**config.mk**
```make
export PLATFORM = sky130hd
export DESIGN_NAME = cs_engine
export DESIGN_NICKNAME = d
export VERILOG_FILES = /design/src/rtl/cs_pkg.sv /design/src/rtl/cs_alu.sv /design/src/rtl/cs_engine.sv
export SDC_FILE = /design/constraint.sdc
export NUM_CORES = 1
export LEC_CHECK = 0
export ABC_AREA = 1
export CAP_MARGIN = 5
export CORE_ASPECT_RATIO = 1.5
export CORE_MARGIN = 5
export CORE_UTILIZATION = 40
export CTS_CLUSTER_DIAMETER = 200
export DETAILED_ROUTE_END_ITERATION = 6
export SETUP_SLACK_MARGIN = 0.3
export SLEW_MARGIN = 20
export SYNTH_ARGS = -nofsm -noshare
export SYNTH_HDL_FRONTEND = slang
export SYNTH_SLANG_ARGS = --single-unit
```
**constraint.sdc**
```tcl
create_clock -name clk -period 3 [get_ports clk]
set_input_delay 0.6 -clock clk [delete_from_list [all_inputs] [get_ports clk]]
set_output_delay 0.6 -clock clk [all_outputs]
set_load 0.02 [all_outputs]
```
**src/rtl/cs_pkg.sv**
```systemverilog
// Shared types and width helpers for the computational storage engine.
package cs_pkg;

   typedef enum logic [2:0] {
      ADD    = 3'd0,
      SUB    = 3'd1,
      AND    = 3'd2,
      OR     = 3'd3,
      XOR    = 3'd4,
      MIN    = 3'd5,
      MAX    = 3'd6,
      PASS_A = 3'd7
   } op_e;

   typedef enum logic [2:0] {
      IDLE = 3'd0,
      RD_A = 3'd1,
      RD_B = 3'd2,
      EXEC = 3'd3,
      WB   = 3'd4
   } state_e;

   function automatic int addr_w(input int depth);
      return (depth > 1) ? $clog2(depth) : 1;
   endfunction

   function automatic int op_w(input int num_ops);
      return (num_ops > 4) ? 3 : 2;
   endfunction

endpackage

```
**src/rtl/cs_alu.sv**
```systemverilog
// Combinational ALU: wrap or clamp on ADD/SUB, carry reports overflow either way.
module cs_alu
   import cs_pkg::*;
#(
   parameter int DATA_W   = 8,
   parameter int NUM_OPS  = 8,
   parameter int SATURATE = 0
) (
   input  logic [DATA_W-1:0] a,
   input  logic [DATA_W-1:0] b,
   input  op_e               op,
   output logic [DATA_W-1:0] y,
   output logic              carry,
   output logic              zero
);

   logic [DATA_W:0] sum;
   logic [DATA_W:0] diff;

   assign sum  = {1'b0, a} + {1'b0, b};
   assign diff = {1'b0, a} - {1'b0, b};

   always_comb begin
      y     = '0;
      carry = 1'b0;
      case (op)
         ADD: begin
            carry = sum[DATA_W];
            y     = (SATURATE != 0 && sum[DATA_W]) ? '1 : sum[DATA_W-1:0];
         end
         SUB: begin
            carry = diff[DATA_W];
            y     = (SATURATE != 0 && diff[DATA_W]) ? '0 : diff[DATA_W-1:0];
         end
         AND: y = a & b;
         OR:  y = a | b;
         // The upper four ops only exist in the 8-op build.
         XOR:    if (NUM_OPS == 8) y = a ^ b;
         MIN:    if (NUM_OPS == 8) y = (a < b) ? a : b;
         MAX:    if (NUM_OPS == 8) y = (a > b) ? a : b;
         PASS_A: if (NUM_OPS == 8) y = a;
         default: y = '0;
      endcase
   end

   assign zero = (y == '0);

endmodule

```
**src/rtl/cs_engine.sv**
```systemverilog
// Command-driven compute-in-memory engine: read A, read B, execute, write back to C.
//   state | meaning
//   IDLE  | host ports served, command accepted
//   RD_A  | array read of operand A issued
//   RD_B  | read of B issued, A captured
//   EXEC  | B arrives, result and flags registered
//   WB    | result written to C, done pulses
module cs_engine
   import cs_pkg::*;
#(
   parameter  int DATA_W   = 8,
   parameter  int DEPTH    = 16,
   parameter  int NUM_OPS  = 8,
   parameter  int SATURATE = 0,
   localparam int AW       = addr_w(DEPTH),
   localparam int OPW      = op_w(NUM_OPS)
) (
   input  logic              clk,
   input  logic              rst,
   input  logic              wr_en,
   input  logic [AW-1:0]     wr_addr,
   input  logic [DATA_W-1:0] wr_data,
   input  logic              rd_en,
   input  logic [AW-1:0]     rd_addr,
   output logic [DATA_W-1:0] rd_data,
   output logic              rd_valid,
   output logic              host_err,
   input  logic              cmd_valid,
   output logic              cmd_ready,
   input  logic [OPW-1:0]    cmd_op,
   input  logic [AW-1:0]     cmd_addr_a,
   input  logic [AW-1:0]     cmd_addr_b,
   input  logic [AW-1:0]     cmd_addr_c,
   output logic              busy,
   output logic              done,
   output logic [DATA_W-1:0] result,
   output logic              flag_carry,
   output logic              flag_zero
);

   state_e            state, state_nx;
   logic [DATA_W-1:0] mem [DEPTH];
   logic [DATA_W-1:0] rd_q;
   logic [DATA_W-1:0] opa_q;
   logic [DATA_W-1:0] alu_y;
   logic              alu_carry;
   logic              alu_zero;
   logic [AW-1:0]     a_q, b_q, c_q;
   op_e               op_q;
   logic [2:0]        op_ext;
   logic              idle, accept, host_rd, host_wr;
   logic              rd_fire, mem_we;
   logic [AW-1:0]     raddr, waddr;
   logic [DATA_W-1:0] wdata;

   assign idle      = (state == IDLE);
   assign cmd_ready = idle;
   assign busy      = !idle;
   assign done      = (state == WB);
   assign accept    = cmd_valid & idle;
   assign host_rd   = rd_en & idle;
   assign host_wr   = wr_en & idle;

   always_ff @(posedge clk or posedge rst) begin
      if (rst) state <= IDLE;
      else     state <= state_nx;
   end

   always_comb begin
      state_nx = state;
      case (state)
         IDLE:    if (accept) state_nx = RD_A;
         RD_A:    state_nx = RD_B;
         RD_B:    state_nx = EXEC;
         EXEC:    state_nx = WB;
         WB:      state_nx = IDLE;
         default: state_nx = IDLE;
      endcase
   end

   always_comb begin
      op_ext          = '0;
      op_ext[OPW-1:0] = cmd_op;
   end

   always_ff @(posedge clk or posedge rst) begin
      if (rst) begin
         op_q <= ADD;
         a_q  <= '0;
         b_q  <= '0;
         c_q  <= '0;
      end else if (accept) begin
         op_q <= op_e'(op_ext);
         a_q  <= cmd_addr_a;
         b_q  <= cmd_addr_b;
         c_q  <= cmd_addr_c;
      end
   end

   // Single read port shared between the host (IDLE only) and operand fetch.
   always_comb begin
      raddr   = rd_addr;
      rd_fire = host_rd;
      case (state)
         RD_A: begin raddr = a_q; rd_fire = 1'b1; end
         RD_B: begin raddr = b_q; rd_fire = 1'b1; end
         default: ;
      endcase
   end

   // Host writes and write-back never coincide: one needs IDLE, the other WB.
   always_comb begin
      mem_we = !rst && (host_wr || done);
      waddr  = done ? c_q    : wr_addr;
      wdata  = done ? result : wr_data;
   end

   always_ff @(posedge clk) begin
      if (mem_we) mem[waddr] <= wdata;
   end

   always_ff @(posedge clk or posedge rst) begin
      if (rst)          rd_q <= '0;
      else if (rd_fire) rd_q <= mem[raddr];
   end

   assign rd_data = rd_q;

   always_ff @(posedge clk or posedge rst) begin
      if (rst) begin
         opa_q    <= '0;
         rd_valid <= 1'b0;
         host_err <= 1'b0;
      end else begin
         if (state == RD_B) opa_q <= rd_q;
         rd_valid <= host_rd;
         host_err <= (rd_en | wr_en) & !idle;
      end
   end

   cs_alu #(
      .DATA_W   (DATA_W),
      .NUM_OPS  (NUM_OPS),
      .SATURATE (SATURATE)
   ) u_alu (
      .a     (opa_q),
      .b     (rd_q),
      .op    (op_q),
      .y     (alu_y),
      .carry (alu_carry),
      .zero  (alu_zero)
   );

   always_ff @(posedge clk or posedge rst) begin
      if (rst) begin
         result     <= '0;
         flag_carry <= 1'b0;
         flag_zero  <= 1'b0;
      end else if (state == EXEC) begin
         result     <= alu_y;
         flag_carry <= alu_carry;
         flag_zero  <= alu_zero;
      end
   end

endmodule

```
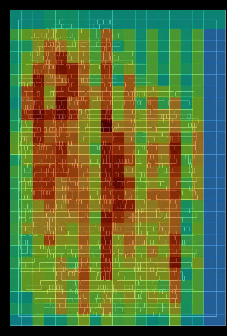
final_congestion.png
GRT busiest layer: met2
GRT Overall Usage: 0.2119
Post-Route Utilization: 0.4851

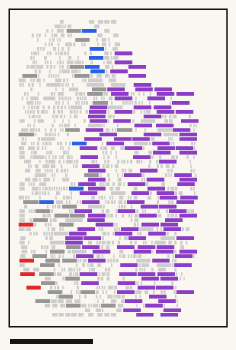
registers.png
The bar under the picture is 50 µm long. Other sequential cells in the stronger gray, the rest of the logic in the fainter gray.
red -> c_q  # sequential cells 4, where south-west
purple -> mem  # sequential cells 128
blue -> result  # sequential cells 8
not colored = 34
Flop+latch power: 3.31 mW
register area: 5004 µm²
Seq/total area: 0.4785

==> worst reg2reg max path, delay by kind of cell, from the launching register on <==
family          cells  cell delay (ns)
flops               1             0.42
compound gates      2             0.31
simple gates        9             1.10
buf+inv             2             0.23
fa+ha+maj           1             0.36
==> cells in the mapped netlist (all sizes together) <==
cell type	count
o2111ai	2
nor2	157
clkinv	2
clkbuf	8
edfxtp	128
nand3	81
a21oi	29
xor2	1
or2	8
mux2	9
nor3b	1
o21bai	15
o211ai	20
nor4	1
ha	24
fa	2
nand4	5
a211oi	1
dfrtp	46
a31oi	2
a21o	1
nor3	6
o31ai	1
inv	77
nand2	148
o21ai	107
buf	25
==> what timing repair did <==
item	CTS	global route
gates cloned	0	1
pin swaps	0	1
resized	5	17
buffers inserted	0	1
endpoints found under the setup margin	4	9
==> impl_metrics.yaml <==
# yosys + openroad results
worst_hold_path:
  holdPathEnd: "c_q[2]"
  worstHoldStart: "c_q[2]"
routing:
  vias: 6875
  drt.antenna.violating_nets: 0
  wl_um: 25530
  wl_met1_um: 9770
  drt_first_iter_violations: 545
  via_per_inst: 5.363
pwr:
  powerComb_mw: 6.71
sta:
  whs_ns: 0.5055
  max_freq_mhz: 393.3
setup_path:
  r2r_cells: 14
  startpoint_type: "flip-flop"
  crit_family: "buffers and inverters"
  path_cells: "nor2_1 -> inv_1 -> nor2_1 -> clkdlybuf4s50_1"
  arrival_ns: 1.94
  slowest_delay_ns: 0.67
  worstSetupEndpoint: "cmd_ready"
synthesis:
  synthAoiAreaFrac: 0.1169
  ys_seq_elements: 174
  ys_sh_xor: 0.001005
  yosysChipArea_um2: 8713
  syn_nets: 969
  ys_types: 43
  avgSynthCellArea_um2: 9.607
  ys_seq_frac: 0.5732
  largest_area_cell: "edfxtp_1"
  synth-simple-area-share: 0.1984
clock_network:
  clock-root-buffer: "clkbuf_16"
  htreeDepth: 4
  clock-sinks: 174
  cts_buffer_depth: 2
final_layout:
  n_all_inverters: 79
  n_fill_cell: 1998
  largest_reg_flops: 128
  buf_share: 0.08903
  diodes: 0
outcome:
  outcome: "finished, final reports clean"
global_route:
  grt_pass1_vias: 7060
  grt_pass1_wl_um: 39700
  overflow: 0
Power is estimated from default activity; no workload was simulated.
